### src/rtl/ce_mc_if.sv
// Beat/result bundle of the multi-cycle convolution element.
// The window source drives the master side; ce_mc is the slave.
interface ce_mc_if #(
    parameter int P      = 2,
    parameter int KERNEL = 3,
    parameter int N      = 4,
    parameter int M      = 4,
    parameter int B      = 8,
    parameter int OUT_W  = 8
);
    logic [P*KERNEL*KERNEL*N-1:0] data2conv;
    logic [P*KERNEL*KERNEL*M-1:0] w;
    logic                         en_in;
    logic                         clear;
    logic [B-1:0]                 bias;
    logic                         relu_en;
    logic [OUT_W-1:0]             d_out;
    logic                         en_out;
    logic                         busy;

    modport master (
        output data2conv, w, en_in, clear, bias, relu_en,
        input  d_out, en_out, busy
    );

    modport slave (
        input  data2conv, w, en_in, clear, bias, relu_en,
        output d_out, en_out, busy
    );
endinterface

### src/rtl/ce_mc.sv
// Time-multiplexed convolution element: G beats of P channels per window.
// Define CE_ROUND_EN for round-half-up before the output shift.
module ce_mc #(
    parameter int CL_IN  = 4,
    parameter int KERNEL = 3,
    parameter int P      = 2,
    parameter int N      = 4,
    parameter int M      = 4,
    parameter int B      = 8,
    parameter int SR     = 2,
    parameter int OUT_W  = 8
) (
    input logic   clk,
    input logic   rst,
    ce_mc_if.slave bus
);
    localparam int G     = CL_IN / P;
    localparam int L     = P * KERNEL * KERNEL;
    localparam int ACC_W = N + M + 1 + $clog2(CL_IN * KERNEL * KERNEL) + 1;
    localparam int GW    = (G > 1) ? $clog2(G) : 1;
    localparam int SW    = ACC_W + 1;
    localparam int RND   = (SR > 0) ? (1 << ((SR > 0) ? (SR - 1) : 0)) : 0;

    localparam logic signed [SW-1:0] MAXV = SW'((1 << (OUT_W - 1)) - 1);
    localparam logic signed [SW-1:0] MINV = ~MAXV;

    logic signed [ACC_W-1:0] acc_q, acc_d;
    logic [GW-1:0]           grp_cnt_q, grp_cnt_d;
    logic signed [ACC_W-1:0] res_q, res_d;
    logic                    res_vld_q, res_vld_d;
    logic                    relu_q, relu_d;
    logic [OUT_W-1:0]        d_out_q, d_out_d;
    logic                    en_out_q, en_out_d;

    logic signed [ACC_W-1:0] beat_sum;
    logic signed [ACC_W-1:0] bias_x;
    logic signed [SW-1:0]    rx;
    logic signed [SW-1:0]    sx;
    logic [OUT_W-1:0]        sat;
    logic                    last;

    // Data lanes are unsigned: zero-extend; weights are sign-extended.
    always_comb begin
        beat_sum = '0;
        for (int i = 0; i < L; i++) begin
            beat_sum = beat_sum
                + $signed({{(ACC_W-N){1'b0}}, bus.data2conv[i*N +: N]})
                * $signed({{(ACC_W-M){bus.w[i*M+M-1]}}, bus.w[i*M +: M]});
        end
    end

    assign bias_x = {{(ACC_W-B){bus.bias[B-1]}}, bus.bias};
    assign last   = (grp_cnt_q == GW'(G - 1));

    always_comb begin
        rx = {res_q[ACC_W-1], res_q};
`ifdef CE_ROUND_EN
        rx = rx + SW'(RND);
`endif
        sx = rx >>> SR;
        if (relu_q && sx < 0) begin
            sx = '0;
        end
        if (sx > MAXV) begin
            sat = MAXV[OUT_W-1:0];
        end else if (sx < MINV) begin
            sat = MINV[OUT_W-1:0];
        end else begin
            sat = sx[OUT_W-1:0];
        end
    end

    always_comb begin
        acc_d     = acc_q;
        grp_cnt_d = grp_cnt_q;
        res_d     = res_q;
        res_vld_d = 1'b0;
        relu_d    = relu_q;
        d_out_d   = d_out_q;
        en_out_d  = 1'b0;
        if (bus.clear) begin
            acc_d     = '0;
            grp_cnt_d = '0;
        end else if (bus.en_in) begin
            if (last) begin
                res_d     = acc_q + beat_sum + bias_x;
                res_vld_d = 1'b1;
                relu_d    = bus.relu_en;
                acc_d     = '0;
                grp_cnt_d = '0;
            end else begin
                acc_d     = acc_q + beat_sum;
                grp_cnt_d = grp_cnt_q + GW'(1);
            end
        end
        // A clear on the output edge kills the pending result.
        if (res_vld_q && !bus.clear) begin
            d_out_d  = sat;
            en_out_d = 1'b1;
        end
    end

    always_ff @(posedge clk or negedge rst) begin
        if (!rst) begin
            acc_q     <= '0;
            grp_cnt_q <= '0;
            res_q     <= '0;
            res_vld_q <= 1'b0;
            relu_q    <= 1'b0;
            d_out_q   <= '0;
            en_out_q  <= 1'b0;
        end else begin
            acc_q     <= acc_d;
            grp_cnt_q <= grp_cnt_d;
            res_q     <= res_d;
            res_vld_q <= res_vld_d;
            relu_q    <= relu_d;
            d_out_q   <= d_out_d;
            en_out_q  <= en_out_d;
        end
    end

    assign bus.d_out  = d_out_q;
    assign bus.en_out = en_out_q;
    assign bus.busy   = (grp_cnt_q != '0) || res_vld_q;
endmodule

### src/flat_wrapper.sv
// flat-port wrapper written by rule: the top's interface ports become plain ports
module ce_mc_flat 
#(
    parameter int CL_IN  = 4,
    parameter int KERNEL = 3,
    parameter int P      = 2,
    parameter int N      = 4,
    parameter int M      = 4,
    parameter int B      = 8,
    parameter int SR     = 2,
    parameter int OUT_W  = 8
)
  (clk, rst, bus_data2conv, bus_w, bus_en_in, bus_clear, bus_bias, bus_relu_en, bus_d_out, bus_en_out, bus_busy);
  ce_mc_if #(.P(P), .KERNEL(KERNEL), .N(N), .M(M), .B(B), .OUT_W(OUT_W)) bus_i ();
  input logic clk;
  input logic rst;
  input wire logic [$bits(bus_i.data2conv)-1:0] bus_data2conv;
  input wire logic [$bits(bus_i.w)-1:0] bus_w;
  input wire logic [$bits(bus_i.en_in)-1:0] bus_en_in;
  input wire logic [$bits(bus_i.clear)-1:0] bus_clear;
  input wire logic [$bits(bus_i.bias)-1:0] bus_bias;
  input wire logic [$bits(bus_i.relu_en)-1:0] bus_relu_en;
  output wire logic [$bits(bus_i.d_out)-1:0] bus_d_out;
  output wire logic [$bits(bus_i.en_out)-1:0] bus_en_out;
  output wire logic [$bits(bus_i.busy)-1:0] bus_busy;
  assign bus_i.data2conv = bus_data2conv;
  assign bus_i.w = bus_w;
  assign bus_i.en_in = bus_en_in;
  assign bus_i.clear = bus_clear;
  assign bus_i.bias = bus_bias;
  assign bus_i.relu_en = bus_relu_en;
  assign bus_d_out = bus_i.d_out;
  assign bus_en_out = bus_i.en_out;
  assign bus_busy = bus_i.busy;
  ce_mc #(.CL_IN(CL_IN), .KERNEL(KERNEL), .P(P), .N(N), .M(M), .B(B), .SR(SR), .OUT_W(OUT_W)) u_core (.clk(clk), .rst(rst), .bus(bus_i));
endmodule
### config.mk
export PLATFORM = sky130hd
export DESIGN_NAME = ce_mc_flat
export DESIGN_NICKNAME = d
export VERILOG_FILES = /design/src/rtl/ce_mc_if.sv /design/src/rtl/ce_mc.sv /design/src/flat_wrapper.sv
export SDC_FILE = /design/constraint.sdc
export NUM_CORES = 1
export LEC_CHECK = 0
export CAP_MARGIN = 40
export CORE_MARGIN = 8
export CORE_UTILIZATION = 55
export CTS_BUF_LIST = sky130_fd_sc_hd__clkbuf_4 sky130_fd_sc_hd__clkbuf_8
export DETAILED_ROUTE_END_ITERATION = 16
export PLACE_DENSITY = 0.85
export SYNTH_ARGS = -nofsm -noshare
export SYNTH_HDL_FRONTEND = slang
export SYNTH_SLANG_ARGS = --single-unit
export TNS_END_PERCENT = 100
### constraint.sdc
create_clock -name clk -period 12.86 [get_ports clk]
set_clock_uncertainty 0.05 [all_clocks]
set_input_delay 1.929 -clock clk [delete_from_list [all_inputs] [get_ports clk]]
set_output_delay 1.929 -clock clk [all_outputs]
set_load 0.02 [all_outputs]
**Run 1: I/O nets highlighted**

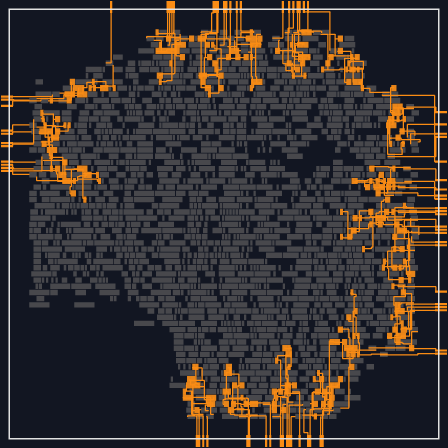
color	port	direction	edge	end cells	buffers	wire
orange	bus_data2conv	input	23 right, 20 top, 18 bottom, 11 left	288	72	3600 um

**Run 1: signal wires on met3**

The bar under the picture is 50 um long.
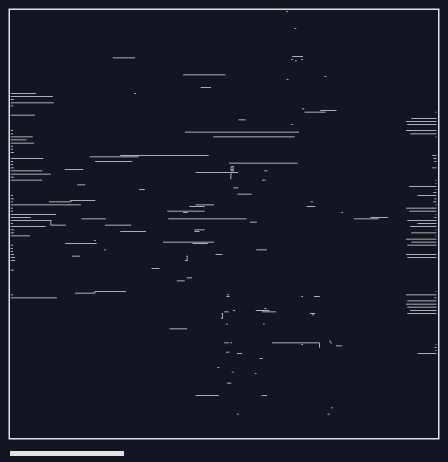
nets with wire on the layer	161
wire length on this layer	1220 um

**Run 1: placement view**

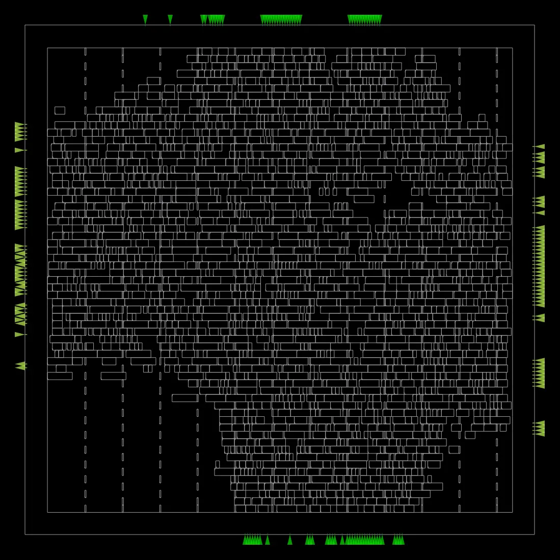
Layout Cells excl Fill: 2311
row cnt: 63
flop share of the area: 0.0567

## run 1: registers in the layout (all words and copies together), names as in the netlist
| name | flops |
|---|---|
| u_core.acc_q | 16 |
| u_core.res_q | 14 |
| u_core.bus.d_out | 8 |
| u_core.bus.en_out | 1 |
| u_core.grp_cnt_q | 1 |
| u_core.relu_q | 1 |
| u_core.res_vld_q | 1 |
## run 1: worst register-to-register path: cells and delay by family, from the launching register on
kind | cells | cell delay, ns
flip-flops | 1 | 0.41
buffers and inverters | 2 | 0.10
adder cells (fa/ha/maj) | 7 | 2.95
AND/OR/NAND/NOR | 1 | 0.51
XOR/XNOR | 2 | 0.38
AND-OR/OR-AND | 7 | 1.55
==> flow_summary_export.csv, run 1 <==
group,metric,value,unit
outcome,status,"finished, final reports clean",
setup_path,r2r_cells,19,
setup_path,r2r-end,"u_core.res_q[14]",
setup_path,slowest_delay,0.71,ns
logic_synthesis,top_cell_area_share,0.325,
worst_hold_path,min_path_cells,2,
cells_and_area,seq_cells,42,
logic_synthesis,yosys_area,16300,um^2
setup_path,crit_top_cell,"fa_1",
setup_path,worstSetupPathType,"primary input to flip-flop",
timing,max_slew_margin,0.487,
cells_and_area,inverters,429,
global_route,antenna_found_initial,0,
cells_and_area,area_growth,13.9,%
clocking,postCtsSetupBuffers,0,
placed_design,gp_congestion,0.891,
logic_synthesis,synth_cells,1749,
global_route,grt_max_degree,29,
global_route,grt_use_met2,0.376,
global_route,grt_pass1_wl,62600,um
logic_synthesis,synth_flops,42,
cells_and_area,drive_above_1_share,0.0120,
placed_design,dpl_cell_area,18400,um^2
setup_path,crit_cells,36,
logic_synthesis,ys_sh_adder,0.590,
cells_and_area,flop_area,1050,um^2
detailed_routing,via_count,11900,
timing,final_max_slew_viol_count,0,
timing,hold_ws,0.454,ns
logic_synthesis,ys_seq_frac,0.0646,
cells_and_area,lay_top_count,"inv_1",
setup_path,start_kind,"primary input",
logic_synthesis,synth_area,16300,um^2
clocking,cts-htree-levels,2,
timing,min_period_over_period,0.904,
setup_path,cp_data_required_time,12.99,ns
worst_hold_path,hp-class,"flip-flop to flip-flop",
die,die_h,188,um
cells_and_area,dominant_cells,"logic gates",
global_route,overflow,0,
detailed_routing,dr.max_layer_used,"met4",
logic_synthesis,area_leaders,"fa_1 32%, ha_1 27%, inv_1 9.9%, dfrtp_1 6.5%, and2_1 4.4%",
logic_synthesis,mux_share,0.000615,
placed_design,dpl.hpwl,33400,um
cells_and_area,nFillCells,2317,
clocking,cts-root-buf,"clkbuf_8",
placed_design,dp.cells,2303,
logic_synthesis,ys_cells,1749,
clocking,clock_path_buffers,2,
timing,tns,0,ns
setup_path,reg2reg_from,"u_core.acc_q[2]",
timing,rsz0062_at_grt,"no",
cells_and_area,mostFrequentLayoutCells,"429 x inv_1, 345 x ha_1, 264 x fa_1",
cells_and_area,comb_share,0.733,
logic_synthesis,yosys.area_share.aoi,0.0779,
setup_path,cp_slowest_cell,"fa_1",
setup_path,startpoint,"bus_data2conv[24]",
detailed_routing,viasPerCell,5.16,
flow_run,warning_count,28,
clocking,cts_hold_buf,0,
cells_and_area,n_clock_buffer,6,
setup_path,rrSetupSlack,6.79,ns
logic_synthesis,ys_async_sr_fraction,1.00,
clocking,clkLatencyLatePin,0.29,ns
detailed_routing,wl_per_cell,15.5,um
detailed_routing,route.met3.wl,1220,um
timing,min_period,11.62,ns
setup_path,crit_buf_inv,7,
die,die_x,188,um
cells_and_area,comb.multi_input.count,1272,
setup_path,path_delay_family,"adder cells",
==> run 2: changes to the inputs <==
--- a/config.mk
+++ b/config.mk
@@ -11,6 +11,7 @@
 export CTS_BUF_LIST = sky130_fd_sc_hd__clkbuf_4 sky130_fd_sc_hd__clkbuf_8
 export DETAILED_ROUTE_END_ITERATION = 16
 export PLACE_DENSITY = 0.85
+export SLEW_MARGIN = 30
 export SYNTH_ARGS = -nofsm -noshare
 export SYNTH_HDL_FRONTEND = slang
 export SYNTH_SLANG_ARGS = --single-unit
**Run 2: I/O nets highlighted**

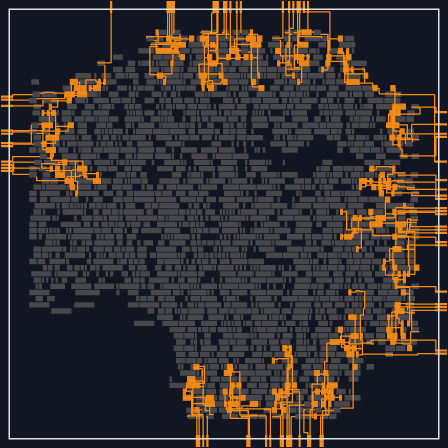
color	port	direction	edge	end cells	buffers	wire
orange	bus_data2conv	input	23 right, 20 top, 18 bottom, 11 left	288	72	3550 um
port bufs: 166
IO Pins: 167

==> run 2 against run 1 <==
Against the previous run: via count is 0.25% higher; routed wire length hardly changed; sequential share of layout area hardly changed; largest cell class unchanged.
==> flow_summary_export.csv, run 2 <==
group,metric,value,unit
worst_hold_path,hp-class,"flip-flop to flip-flop",
die,die_h,188,um
clocking,clkLatencyLatePin,0.29,ns
timing,min_period_over_period,0.904,
setup_path,cp_slowest_cell,"fa_1",
setup_path,r2r_cells,19,
logic_synthesis,ys_sh_adder,0.590,
setup_path,worstSetupPathType,"primary input to flip-flop",
detailed_routing,via_count,11900,
logic_synthesis,top_cell_area_share,0.325,
flow_run,warning_count,28,
setup_path,rrSetupSlack,6.75,ns
setup_path,start_kind,"primary input",
die,die_x,188,um
clocking,clock_path_buffers,2,
logic_synthesis,mux_share,0.000615,
clocking,cts-root-buf,"clkbuf_8",
timing,max_slew_margin,0.532,
logic_synthesis,area_leaders,"fa_1 32%, ha_1 27%, inv_1 9.9%, dfrtp_1 6.5%, and2_1 4.4%",
timing,hold_ws,0.446,ns
logic_synthesis,ys_cells,1749,
setup_path,cp_data_required_time,12.99,ns
detailed_routing,route.met3.wl,1520,um
setup_path,crit_cells,36,
clocking,cts-htree-levels,2,
worst_hold_path,min_path_cells,2,
setup_path,path_delay_family,"adder cells",
cells_and_area,lay_top_count,"inv_1",
global_route,antenna_found_initial,0,
timing,final_max_slew_viol_count,0,
outcome,status,"finished, final reports clean",
logic_synthesis,yosys_area,16300,um^2
setup_path,crit_buf_inv,7,
global_route,grt_max_degree,27,
setup_path,reg2reg_from,"u_core.acc_q[2]",
placed_design,dpl.hpwl,33400,um
clocking,postCtsSetupBuffers,0,
cells_and_area,flop_area,1050,um^2
cells_and_area,drive_above_1_share,0.0115,
detailed_routing,dr.max_layer_used,"met4",
logic_synthesis,synth_flops,42,
setup_path,r2r-end,"u_core.res_q[14]",
logic_synthesis,ys_seq_frac,0.0646,
setup_path,crit_top_cell,"fa_1",
detailed_routing,viasPerCell,5.17,
cells_and_area,area_growth,14.0,%
cells_and_area,top_register,"u_core.acc_q",
global_route,overflow,0,
logic_synthesis,synth_cells,1749,
logic_synthesis,yosys.area_share.aoi,0.0779,
**Run 2: met2 routing**

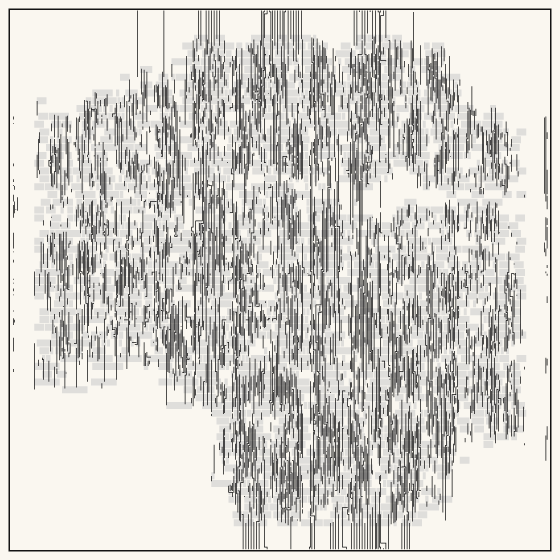
share of all routed wire	51%
wire length on this layer	18200 um
nets with wire on the layer	2343
drt total wl: 35900 um
met2 Usage GRT: 0.378

run 2: cell counts after synthesis:
Identical to the previous run, type by type.
run 2: layout make-up:
class / instances / area share
Clock buffer: 6 / 0.00445
Clock inverter: 1 / 0.00162
Inverter: 429 / 0.0868
Multi-Input combinational cell: 1272 / 0.733
Sequential cell: 42 / 0.0567
Tap cell: 390 / 0.0263
Timing Repair Buffer: 169 / 0.0913
run 2: worst min-delay path, cell delays in order (launching register included):
cell and delay (ns):
dfrtp_1 0.35, nand2_1 0.05, o21ai_0 0.07
==> run 3: changes to the inputs <==
--- a/config.mk
+++ b/config.mk
@@ -5,12 +5,13 @@
 export SDC_FILE = /design/constraint.sdc
 export NUM_CORES = 1
 export LEC_CHECK = 0
+export ABC_AREA = 1
 export CAP_MARGIN = 40
 export CORE_MARGIN = 8
 export CORE_UTILIZATION = 55
 export CTS_BUF_LIST = sky130_fd_sc_hd__clkbuf_4 sky130_fd_sc_hd__clkbuf_8
 export DETAILED_ROUTE_END_ITERATION = 16
-export PLACE_DENSITY = 0.85
+export PLACE_DENSITY = 0.84
 export SLEW_MARGIN = 30
 export SYNTH_ARGS = -nofsm -noshare
 export SYNTH_HDL_FRONTEND = slang
**Run 3: placement view**

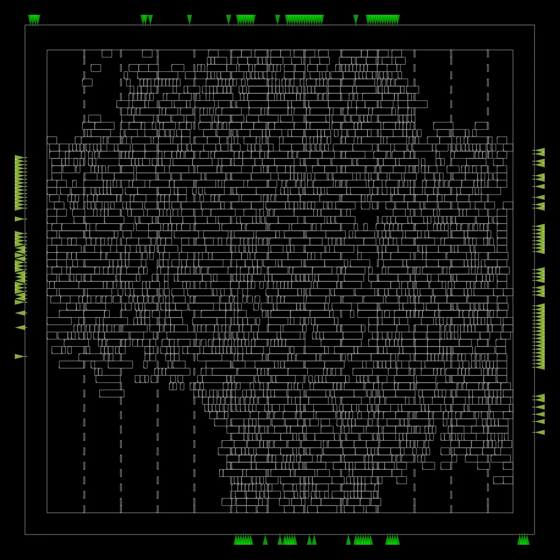
row cnt: 64
flop share of the area: 0.0546
flip-flops: 42
Layout Cells excl Fill: 2634
Fill cells: 2448

==> run 3 against run 2 <==
Against the previous run: design area grew 3.8%; maximum frequency up 2.3%; final cell count grew 14%; register-to-register slack improved by 0.58 ns; sequential share of layout area fell by 0.21 points; global-route usage up 0.21 points; area after synthesis is 4.3% higher; critical endpoint unchanged.
==> flow_summary_export.csv, run 3 <==
group,metric,value,unit
outcome,status,"finished, final reports clean",
clocking,cts-root-buf,"clkbuf_8",
setup_path,slowest_delay,0.70,ns
timing,min_period_over_period,0.884,
placed_design,gp_congestion,0.921,
setup_path,reg2reg_from,"u_core.acc_q[2]",
global_route,grt_max_degree,29,
cells_and_area,num-nonclk-buffers,170,
setup_path,crit_buf_inv,11,
setup_path,r2r-end,"u_core.res_q[10]",
die,taps,396,
flow_run,warning_count,28,
clocking,cts_hold_buf,0,
logic_synthesis,yosys.area_share.aoi,0.0533,
detailed_routing,dr.max_layer_used,"met4",
worst_hold_path,hp-class,"flip-flop to flip-flop",
logic_synthesis,synth_cells,2064,
detailed_routing,drt_wl_total,37400,um
clocking,clock_path_buffers,2,
clocking,clkLatencyLatePin,0.30,ns
global_route,antenna_found_initial,0,
setup_path,r2r_cells,22,
logic_synthesis,synth_area,17000,um^2
detailed_routing,wl_per_cell,14.2,um
timing,max_slew_margin,0.621,
detailed_routing,viasPerCell,5.03,
cells_and_area,top_register,"u_core.acc_q",
setup_path,startpoint,"bus_w[27]",
cells_and_area,comb.multi_input.count,1406,
setup_path,rrSetupSlack,7.33,ns
setup_path,cp_data_required_time,13.00,ns
cells_and_area,dominant_cells,"logic gates",
logic_synthesis,mux_share,0,
global_route,overflow,0,
cells_and_area,area_growth,13.5,%
cells_and_area,clk_share,0.00566,
logic_synthesis,area_leaders,"fa_1 31%, ha_1 25%, inv_1 13%, nand2_1 8.2%, dfrtp_1 6.2%",
placed_design,dpl.hpwl,34600,um
setup_path,crit_cells,40,
setup_path,cp_slowest_cell,"fa_1",
logic_synthesis,top_cell_area_share,0.312,
die,die_h,192,um
detailed_routing,route.met3.wl,1590,um
cells_and_area,comb_share,0.706,
logic_synthesis,ys_cells,2064,
detailed_routing,via_count,13200,
global_route,grt_use_met2,0.372,
global_route,grt_pass1_wl,65600,um
cells_and_area,inverters,612,
timing,tns,0,ns
cells_and_area,largest_register_ffs,16,
die,die_x,192,um
timing,final_max_slew_viol_count,0,
logic_synthesis,ys_async_sr_fraction,1.00,
die,ios,167,
timing,min_period,11.37,ns
cells_and_area,lay_top_count,"inv_1",
cells_and_area,buf_share,0.0883,
setup_path,path_delay_family,"adder cells",
**Run 3: met2 routing**

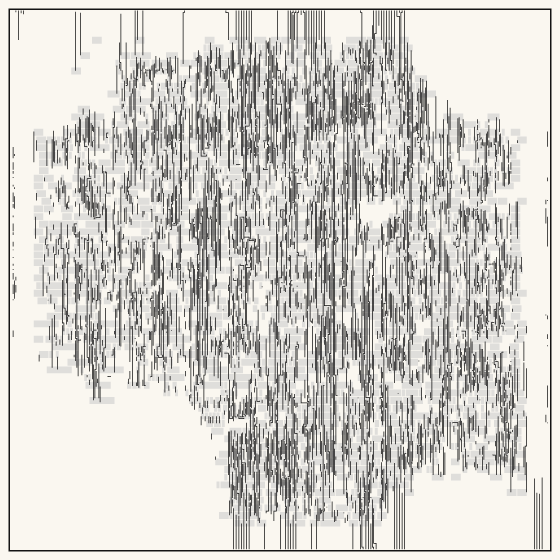
longest straight run	47.5 um
nets with wire on the layer	2537
main direction	vertical
share of all routed wire	49%
wire length on this layer	18400 um

## run 3: cell types whose count changed after synthesis, sizes merged, moves of 6 or more
cell / previous run / this run
xor2: 35 / 61
inv: 429 / 612
a21o: 39 / 3
a22o: 16 / 9
xnor2: 70 / 20
nand2b: 37 / 0
o21ai: 20 / 37
or2: 2 / 39
nand2: 130 / 376
nand3: 1 / 61
o21bai: 22 / 7
nor2: 61 / 67
and2: 115 / 3
## run 3: stage by stage
stage / area [um^2]
floorplan: 17000
global placement: 19100
detailed placement: 19100
CTS: 19200
global route: 19200
finish: 19200
